### src/rtl/speed_disp_pkg.sv
// Shared display definitions: blank/saturation codes, speed limit, FSM states.
// Used by the speed formatter and by the segment decoder for its blank code.
package speed_disp_pkg;

  localparam logic [7:0] BLANK_MSG = 8'hFF;
  localparam logic [7:0] SAT_MSG   = 8'h99;
  localparam logic [7:0] MAX_SPEED = 8'd99;

  typedef enum logic [1:0] {
    IDLE   = 2'd0,
    CONV   = 2'd1,
    NOTIFY = 2'd2
  } dispState_e;

endpackage

### src/rtl/speed_bcd_formatter_if.sv
// Speed formatter bus: sample/peak controls in, BCD message and status out.
// master drives samples (speed source); slave is the formatter.
interface speed_bcd_formatter_if;

  logic [7:0] speed_bin;
  logic       speed_valid;
  logic       peak_mode;
  logic       peak_clr;
  logic [7:0] msg;
  logic       noti;
  logic       busy;
  logic       ovf;

  modport master (
    output speed_bin, speed_valid, peak_mode, peak_clr,
    input  msg, noti, busy, ovf
  );

  modport slave (
    input  speed_bin, speed_valid, peak_mode, peak_clr,
    output msg, noti, busy, ovf
  );

endinterface

### src/rtl/speed_bcd_formatter_bin2bcd_seq.sv
// Sequential double-dabble: start loads a 7b value, 8 add-3/shift steps follow.
// Ports: clk, rst_n, start, bin[6:0] in; done (held until next start), bcd[7:0] out.
module bin2bcd_seq (
  input  logic       clk,
  input  logic       rst_n,
  input  logic       start,
  input  logic [6:0] bin,
  output logic       done,
  output logic [7:0] bcd
);

  logic [15:0] sr;
  logic [15:0] adj;
  logic [3:0]  cnt;
  logic        active;

  always_comb begin
    adj = sr;
    if (sr[11:8] >= 4'd5)
      adj[11:8] = sr[11:8] + 4'd3;
    if (sr[15:12] >= 4'd5)
      adj[15:12] = sr[15:12] + 4'd3;
  end

  always_ff @(posedge clk or negedge rst_n) begin
    if (!rst_n) begin
      sr     <= '0;
      cnt    <= '0;
      active <= 1'b0;
    end else if (start) begin
      sr     <= {9'd0, bin};
      cnt    <= '0;
      active <= 1'b1;
    end else if (active && cnt != 4'd8) begin
      sr  <= adj << 1;
      cnt <= cnt + 4'd1;
    end
  end

  assign done = active && (cnt == 4'd8);
  assign bcd  = sr[15:8];

endmodule

### src/rtl/speed_bcd_formatter.sv
// Speed sample to 2-digit BCD display message with saturation, peak-hold,
// newest-wins pending slot and blank-on-timeout. Ports: clk, rst_n, bus (slave).
module speed_bcd_formatter
  import speed_disp_pkg::*;
#(
  parameter int NOTI_CYCLES    = 50,
  parameter int TIMEOUT_CYCLES = 1_000_000,
  parameter int TO_W           = 20
) (
  input  logic clk,
  input  logic rst_n,
  speed_bcd_formatter_if.slave bus
);

  localparam int NW = (NOTI_CYCLES > 1) ? $clog2(NOTI_CYCLES) : 1;

  dispState_e state, stateNext;

  logic [7:0]    msgQ;
  logic          ovfQ;
  logic          ovfPend;
  logic [7:0]    pend;
  logic          pendValid;
  logic [7:0]    peak;
  logic [TO_W-1:0] toCnt;
  logic [NW-1:0] notiCnt;

  logic [7:0] cand;
  logic       candValid;
  logic [7:0] effPeak;
  logic       dropPeak;
  logic       isIdle;
  logic       accept;
  logic       toHit;
  logic       sat;
  logic [6:0] convIn;
  logic       convDone;
  logic [7:0] convBcd;
  logic       notiLast;

  // A live sample overrides a stale pending one (newest wins).
  always_comb begin
    cand      = bus.speed_valid ? bus.speed_bin : pend;
    candValid = bus.speed_valid | pendValid;
    effPeak   = bus.peak_clr ? 8'd0 : peak;
    dropPeak  = bus.peak_mode && (cand <= effPeak);
    isIdle    = (state == IDLE);
    accept    = isIdle && candValid && !dropPeak;
    toHit     = isIdle && !candValid &&
                (toCnt == TO_W'(TIMEOUT_CYCLES - 1));
    sat       = cand > MAX_SPEED;
    convIn    = sat ? 7'd0 : cand[6:0];
    notiLast  = (notiCnt == NW'(NOTI_CYCLES - 1));
  end

  bin2bcd_seq u_bin2bcd (
    .clk   (clk),
    .rst_n (rst_n),
    .start (accept),
    .bin   (convIn),
    .done  (convDone),
    .bcd   (convBcd)
  );

  always_comb begin
    stateNext = state;
    unique case (state)
      IDLE: begin
        if (accept)
          stateNext = CONV;
        else if (toHit)
          stateNext = NOTIFY;
      end
      CONV: begin
        if (convDone)
          stateNext = NOTIFY;
      end
      NOTIFY: begin
        if (notiLast)
          stateNext = IDLE;
      end
      default: stateNext = IDLE;
    endcase
  end

  always_ff @(posedge clk or negedge rst_n) begin
    if (!rst_n)
      state <= IDLE;
    else
      state <= stateNext;
  end

  always_ff @(posedge clk or negedge rst_n) begin
    if (!rst_n) begin
      notiCnt <= '0;
    end else if (state == NOTIFY) begin
      notiCnt <= notiCnt + NW'(1);
    end else begin
      notiCnt <= '0;
    end
  end

  always_ff @(posedge clk or negedge rst_n) begin
    if (!rst_n) begin
      msgQ    <= BLANK_MSG;
      ovfQ    <= 1'b0;
      ovfPend <= 1'b0;
    end else begin
      if (accept)
        ovfPend <= sat;
      if (state == CONV && convDone) begin
        msgQ <= ovfPend ? SAT_MSG : convBcd;
        ovfQ <= ovfPend;
      end else if (toHit) begin
        msgQ <= BLANK_MSG;
        ovfQ <= 1'b0;
      end
    end
  end

  // Pending slot: loaded while busy, drained on any IDLE cycle.
  always_ff @(posedge clk or negedge rst_n) begin
    if (!rst_n) begin
      pend      <= '0;
      pendValid <= 1'b0;
    end else if (!isIdle) begin
      if (bus.speed_valid) begin
        pend      <= bus.speed_bin;
        pendValid <= 1'b1;
      end
    end else begin
      pendValid <= 1'b0;
    end
  end

  always_ff @(posedge clk or negedge rst_n) begin
    if (!rst_n)
      peak <= '0;
    else if (accept && bus.peak_mode)
      peak <= cand;
    else if (bus.peak_clr)
      peak <= '0;
  end

  // Counter saturates at TIMEOUT_CYCLES so blanking fires once per silence.
  always_ff @(posedge clk or negedge rst_n) begin
    if (!rst_n)
      toCnt <= '0;
    else if (bus.speed_valid)
      toCnt <= '0;
    else if (isIdle && !pendValid &&
             toCnt != TO_W'(TIMEOUT_CYCLES))
      toCnt <= toCnt + TO_W'(1);
  end

  assign bus.msg  = msgQ;
  assign bus.ovf  = ovfQ;
  assign bus.noti = (state == NOTIFY);
  assign bus.busy = (state != IDLE);

endmodule

### src/flat_wrapper.sv
// flat-port wrapper written by rule: the top's interface ports become plain ports
module speed_bcd_formatter_flat import speed_disp_pkg::*;
#(
  parameter int NOTI_CYCLES    = 50,
  parameter int TIMEOUT_CYCLES = 1_000_000,
  parameter int TO_W           = 20
)
  (clk, rst_n, bus_speed_bin, bus_speed_valid, bus_peak_mode, bus_peak_clr, bus_msg, bus_noti, bus_busy, bus_ovf);
  speed_bcd_formatter_if bus_i ();
  input  logic clk;
  input  logic rst_n;
  input wire logic [$bits(bus_i.speed_bin)-1:0] bus_speed_bin;
  input wire logic [$bits(bus_i.speed_valid)-1:0] bus_speed_valid;
  input wire logic [$bits(bus_i.peak_mode)-1:0] bus_peak_mode;
  input wire logic [$bits(bus_i.peak_clr)-1:0] bus_peak_clr;
  output wire logic [$bits(bus_i.msg)-1:0] bus_msg;
  output wire logic [$bits(bus_i.noti)-1:0] bus_noti;
  output wire logic [$bits(bus_i.busy)-1:0] bus_busy;
  output wire logic [$bits(bus_i.ovf)-1:0] bus_ovf;
  assign bus_i.speed_bin = bus_speed_bin;
  assign bus_i.speed_valid = bus_speed_valid;
  assign bus_i.peak_mode = bus_peak_mode;
  assign bus_i.peak_clr = bus_peak_clr;
  assign bus_msg = bus_i.msg;
  assign bus_noti = bus_i.noti;
  assign bus_busy = bus_i.busy;
  assign bus_ovf = bus_i.ovf;
  speed_bcd_formatter #(.NOTI_CYCLES(NOTI_CYCLES), .TIMEOUT_CYCLES(TIMEOUT_CYCLES), .TO_W(TO_W)) u_core (.clk(clk), .rst_n(rst_n), .bus(bus_i));
endmodule
### config.mk
export PLATFORM = sky130hd
export DESIGN_NAME = speed_bcd_formatter_flat
export DESIGN_NICKNAME = d
export VERILOG_FILES = /design/src/rtl/speed_disp_pkg.sv /design/src/rtl/speed_bcd_formatter_if.sv /design/src/rtl/speed_bcd_formatter_bin2bcd_seq.sv /design/src/rtl/speed_bcd_formatter.sv /design/src/flat_wrapper.sv
export SDC_FILE = /design/constraint.sdc
export NUM_CORES = 1
export LEC_CHECK = 0
export CAP_MARGIN = 25
export CORE_ASPECT_RATIO = 0.6
export CORE_MARGIN = 8
export CORE_UTILIZATION = 59
export CTS_CLUSTER_DIAMETER = 80
export DETAILED_ROUTE_END_ITERATION = 12
export PLACE_DENSITY = 0.78
export SYNTH_ARGS = -nofsm -noshare
export SYNTH_HDL_FRONTEND = slang
export SYNTH_SLANG_ARGS = --single-unit
export TNS_END_PERCENT = 1
### constraint.sdc
create_clock -name clk -period 2.98 [get_ports clk]
set_input_delay 0.447 -clock clk [delete_from_list [all_inputs] [get_ports clk]]
set_output_delay 0.447 -clock clk [all_outputs]
set_load 0.005 [all_outputs]
Fig. 1: run 1, congestion heat map
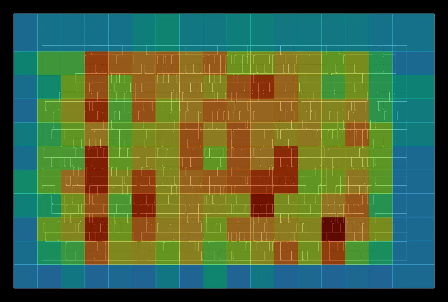
met1 Track Usage GR: 24.1%
average routed wire per standard cell: 16.1 µm

Fig. 2: run 1, selected gate families
Drawn at 2 px/µm.
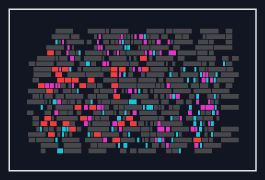
legend:
  NAND gates:
    color: magenta
    cells: 70
    most_used: nand2_1
  NOR gates:
    color: cyan
    cells: 64
    most_used: nor2_1
  multiplexers:
    color: red
    cells: 33
    most_used: mux2i_1

Fig. 3: run 1, pin map
Drawn at 4 px/µm. Pins as bars across the die edge, other pins in gray.
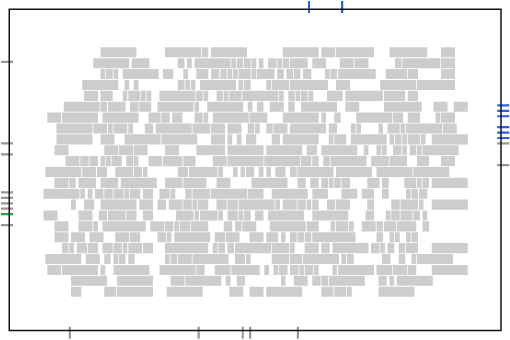
legend:
  `bus_msg`:
    color: blue
    pins: 8
    direction: output
    edge: 6 right, 2 top
  `bus_busy`:
    color: green
    pins: 1
    direction: output
    edge: left
all pins by edge: 9 left, 8 right, 5 bottom, 2 top

[run 1: cell type report]
class                      count  area, µm²  share of cell area, %
tap                           87        109                   2.24
inverter                      24       90.1                   1.85
sequential                    76       1910                   39.3
multi-input combinational    290       1970                   40.4
clock inverter                 5        100                   2.06
clock buffer                  11        243                   4.99
timing repair buffer          47        445                   9.16
[run 1: kinds of logic after synthesis]
| kind of cell | Yosys count | synth area share [%] |
|---|---|---|
| DFF | 76 | 47.6 |
| muxes | 33 | 8.28 |
| xor gates and xnor gates | 20 | 4.36 |
| adders and majority gates | 18 | 5.60 |
| AOI/OAI and AO/OA | 61 | 9.99 |
| and+or+nand+nor | 158 | 20.7 |
| buffers and inverters | 35 | 3.55 |
[run 1: state kept, by name (all words and copies together), names as in the netlist]
register	flops
u_core.toCnt	20
u_core.u_bin2bcd.sr	16
u_core.bus.msg	8
u_core.peak	8
u_core.pend	8
u_core.notiCnt	6
u_core.u_bin2bcd.cnt	4
u_core.state	2
u_core.bus.ovf	1
u_core.ovfPend	1
u_core.pendValid	1
u_core.u_bin2bcd.active	1
[run 1: cell usage after synthesis, types with 3 or more instances]
cell,number,area [µm²]
xnor2_1,12,105
ha_1,18,225
dfstp_2,8,210
mux2i_1,31,310
nor2b_1,5,31.3
or3_1,7,43.8
nand2b_1,12,75.1
buf_2,6,30.0
xor2_1,8,70.1
clkbuf_1,3,11.3
dfrtp_1,68,1700
a21oi_1,29,145
and3_1,4,25.0
nand4_1,10,62.6
o32a_1,4,40.0
inv_1,23,86.3
nor3_1,9,45.0
a21o_1,3,22.5
o21ai_0,12,60.1
nor2_1,45,169
nand2_1,34,128
nand3_1,10,50.1
[run 1: metal layers]
layer	up-vias	global-route usage, %
met1	1472	24.1
met3	14	6.92
met4	0	6.65
li1	1482	-
met2	52	28.6
met5	-	0
==> job_summary.md, run 1 <==
### Yosys + OpenROAD results

| Metric | Value |
|---|---|
| Core area | `roughly 6600 µm²` |
| CP Class | `in2reg` |
| Fin nets | `479` |
| Die height | `79.9 µm` |
| DR WL met3 | `384 µm` |
| Comb power frac | `around a third` |
| Outcome | `completed` |
| Initial antenna violation count | `0` |
| Max_slew headroom | `37.8%` |
| WP data required | `3230 ps` |
| Worst vdd ir | `0.414 mV` |
| Met1 Wirelength | `4300 µm` |
| Via count | `a little over 3,000` |
| Port bufs | `23` |
| Worst Setup SP | `bus_speed_valid` |
| Post_cts resized | `0` |
| OpenROAD warnings | `31` |
| Layout area overhead | `21.0%` |
| Synthesized net count | `around 430` |
| Count of pins over their slew limit | `0` |
| Placed Instances | `524` |
| Vias in the first global route | `3,057` |
| Layout cell share with drive strength beyond 1 | `between 10 and 15%` |
| Root buffer cell | `clkbuf_16` |
| Cts hold-fix bufs | `0` |
| Fill cell count | `485` |
| Floorplan utilization | `between 60% and 70%` |
| Crit path DAT | `3070 ps` |
| Most common logic cells in the final layout | `dfrtp_1, nor2_1, nand2_1, mux2i_1, a21oi_1` |
| RSZ-0062 raised after global routing | `false` |
| Largest net degree at the start of global routing | `~77` |
| Least-Margin Pin Slew | `932 ps` |
| CP Launch Type | `primary input` |
| Area reported by Yosys stat | `4020 µm²` |
| Initial detailed-routing violation count | `about 180` |
| Cell area after synthesis | `approximately 4000 µm²` |
| HPWL Detailed | `5970 µm` |
| Seq share, synth | `47.6%` |
| Most used cell, CP | `buf_12` |
| Crit path max-delay cell type | `or4b_4` |
| Count of library flops with an enable pin | `0` |
| Most instantiated logic cell after routing | `dfrtp_1` |
| Clk latency late pin | `approximately 340 ps` |
| Highest Clock Rate | `356 MHz` |
| DRC violations left | `0` |
| Crit. End Element | `register` |
| P_int | `2.89 mW` |
| Seq pwr | `between 1.5 and 2 mW` |
| Max-cap violations | `0` |
| Total GRT Usage | `18.8%` |
| Die width | `123 µm` |
| P_clk | `1.25 mW` |
| Clk pwr share | `29.7%` |
| R2r setup slk | `470 ps` |
| Top power group | `sequential cells` |
| Remaining Overflow, GRT | `0` |
| Setup Skew | `5.50 ps` |
| Cell Rows | `23` |
| Layout Utilization | `73.2%` |
| Power Total | `4.22 mW` |
| Ports | `24` |
| CTS HTree Levels | `3` |
| DIE AREA | `between 9000 and 10,000 µm²` |
| Placed Area | `4520 µm²` |
| Reg-to-Reg Start | `u_core.pend[6]$_DFFE_PN0N_` |
| Endpoints failing setup | `0` |
| P_comb | `1.39 mW` |
| Clock sink count | `76` |
| Crit path buf inv count | `4` |
| Vias/cell | `5.59` |
| Cells after synthesis | `between 400 and 500` |
| CTS tree | `built` |
| Postcts setup bufs | `0` |
| DRT Wirelength | `8690 µm` |
| Routability cong. | `0.816` |
| Fin crit period | `2810 ps` |
| CP peak stage delay | `between 500 and 600 ps` |
| First-pass GRT wire length | `between 10,000 and 15,000 µm` |
Fig. 4: run 1, register map, names as in the netlist
Drawn at 2 px/µm. Other sequential cells in the stronger gray, the rest of the logic in the fainter gray.
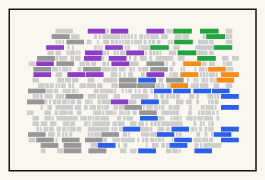

==> run 2, diff against run 1 <==
- CELL_PAD_IN_SITES_DETAIL_PLACEMENT: default -> 0
- CELL_PAD_IN_SITES_GLOBAL_PLACEMENT: default -> 2
- CORE_MARGIN: 8 -> default
- CORE_UTILIZATION: 59 -> 39
- PLACE_DENSITY: 0.78 -> 0.79
Fig. 5: run 2, register map, names as in the netlist
Drawn at 3 px/µm. Other sequential cells in the stronger gray, the rest of the logic in the fainter gray.
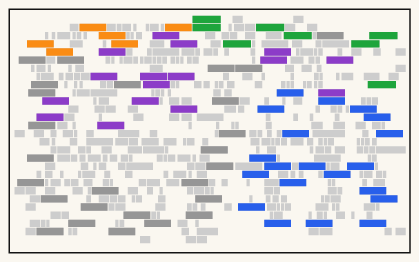
legend:
  `u_core.notiCnt`:
    color: orange
    sequential_cells: 6
    where: upper left
  `u_core.bus.msg`:
    color: green
    sequential_cells: 8
  `u_core.toCnt`:
    color: blue
    sequential_cells: 20
  `u_core.u_bin2bcd.sr`:
    color: purple
    sequential_cells: 16
not colored: 26
Layout Utilization: 49.6%
Sequential Area: 1910 µm²
sequential cell area share: 38.8%

==> job_summary.md, run 2 <==
### Yosys + OpenROAD results

| Metric | Value |
|---|---|
| Remaining Overflow, GRT | `0` |
| WP data required | `3230 ps` |
| Routability cong. | `0.747` |
| Placed Area | `4590 µm²` |
| Max_slew headroom | `63.5%` |
| CP peak stage delay | `540 ps` |
| Cell Rows | `28` |
| Outcome | `completed` |
| Crit path max-delay cell type | `or4b_4` |
| Port bufs | `23` |
| Vias/cell | `5.03` |
| Fin crit period | `approximately 2800 ps` |
| Average routed wire per standard cell | `between 10 and 15 µm` |
| Layout area overhead | `22.7%` |
| CTS HTree Levels | `3` |
| Final period utilization | `between 90% and 100%` |
| Worst vdd ir | `~0.41 mV` |
| Cts hold-fix bufs | `0` |
| Top reg by flops | `u_core.toCnt` |
| Largest net degree at the start of global routing | `between 70 and 80` |
| Die width | `133 µm` |
| P_clk | `1.11 mW` |
| P_int | `2.76 mW` |
| Reg-to-Reg Start | `u_core.pend[6]$_DFFE_PN0N_` |
| Comb power frac | `34.1%` |
| Top power group | `sequential cells` |
| Crit. End Element | `register` |
| DIE AREA | `10,700 µm²` |
| Vias in the first global route | `2,941` |
| Die height | `80.6 µm` |
| P_comb | `1.39 mW` |
| Total GRT Usage | `18.4%` |
| Post-synth top area cell | `dfrtp_1` |
| Max-cap violations | `0` |
| RSZ-0062 raised after global routing | `false` |
| CTS tree | `built` |
| Count of pins over their slew limit | `0` |
| Synth flops | `76` |
| Count of library flops with an enable pin | `0` |
| HPWL Detailed | `just over 6000 µm` |
| Clock sink count | `around 76` |
| Synth top cells by count | `dfrtp_1, nor2_1, nand2_1` |
| First-pass GRT wire length | `15,000 µm` |
| CP Class | `in2reg` |
| CP Launch Type | `primary input` |
| Clk pwr share | `~27%` |
| Worst Setup SP | `bus_speed_valid` |
| Seq pwr | `1.57 mW` |
| Top cell area share | `42.3%` |
| Top cell family by delay on the critical path | `buffers and inverters` |
| OpenROAD warnings | `31` |
| Worst hold slack | `roughly 500 ps` |
| Seq share, synth | `47.6%` |
| Clk latency late pin | `340 ps` |
| Diodes inserted | `0` |
| DRT Wirelength | `8620 µm` |
| Floorplan utilization | `40.4%` |
| Core area | `9950 µm²` |
| Least-Margin Pin Slew | `545 ps` |
| Crit path DAT | `3040 ps` |
| Power Total | `4.07 mW` |
| Post_cts resized | `0` |
| Layout cell share with drive strength beyond 1 | `14.9%` |
| Most common logic cells in the final layout | `dfrtp_1, nor2_1, nand2_1, mux2i_1, a21oi_1` |
| Initial antenna violation count | `0` |
| Root buffer cell | `clkbuf_16` |
| Postcts setup bufs | `0` |
| Via count | `2,972` |
| Crit path buf inv count | `4` |
| Setup Skew | `5.62 ps` |
| DRC violations left | `0` |
| Area reported by Yosys stat | `just over 4000 µm²` |
| Cells after synthesis | `401` |
| Top area cells in the synthesized netlist | `dfrtp_1, mux2i_1, ha_1` |
| Highest Clock Rate | `359 MHz` |
| Ports | `24` |
| Most instantiated logic cell after routing | `dfrtp_1` |
| Cell area after synthesis | `4020 µm²` |
| Placed Instances | `roughly 570` |
| Count leader, synth | `dfrtp_1` |
| Initial detailed-routing violation count | `144` |
| Max reg flops | `20` |
| Top Registers | `u_core.toCnt (20), u_core.u_bin2bcd.sr (16)` |
| CTS max path bufs | `2` |
| Synthesized net count | `432` |
| Endpoints failing setup | `0` |
| Fin nets | `482` |
## run 2: cell counts after synthesis
Identical to the previous run, type by type.
## run 2: final timing paths
kind / to / slack [ps] / cells after the start
worst max-delay path: u_core.peak[3]$_DFF_PN0_ / 190 / 11
worst min-delay path: u_core.notiCnt[0]$_DFF_PN0_ / 500 / 1
worst max register to register: u_core.peak[3]$_DFF_PN0_ / 500 / 10
worst min register to register: u_core.notiCnt[0]$_DFF_PN0_ / 500 / 1
max in group asynchronous: u_core.bus.msg[0]$_DFFE_PN1P_ / 1850 / 3
min in group asynchronous: u_core.toCnt[0]$_DFFE_PN0P_ / 520 / 2
## run 2: kinds of logic (layout without fill, tap and decap cells)
family / count (synthesis) / count (layout) / share of synthesized area, %
buf+inv: 35 / 90 / 3.55
fa+ha+maj: 18 / 18 / 5.60
simple gates: 158 / 158 / 20.7
mux: 33 / 33 / 8.28
xor+xnor: 20 / 20 / 4.36
flops: 76 / 76 / 47.6
compound gates: 61 / 61 / 9.99
## run 2: metal layers
layer  GRT usage (%)  vias up  routed length [µm]
li1                -     1492                   -
met1            26.9     1439                4750
met2            26.3       36                3550
met3            5.49        5                 264
met4            4.14        0                  59
met5               0        -                   0
## run 2: layout make-up
class / instances / area, µm²
repair buffers: 50 / 490
clock buffers: 12 / 256
fillers: 918 / 5020
clock inverters: 4 / 47.5
multi-input cells: 290 / 1970
flip-flops and latches: 76 / 1910
well taps: 135 / 169
inverters: 24 / 90.1
## run 2: worst reg2reg max path, delay by kind of cell, from the launching register on
kind	cells	cell delay, ps
buffers and inverters	2	250
multiplexers	1	200
flip-flops	1	400
adder cells (fa/ha/maj)	1	310
AND-OR/OR-AND	2	370
AND/OR/NAND/NOR	4	870
Power and IR drop assume default switching activity.
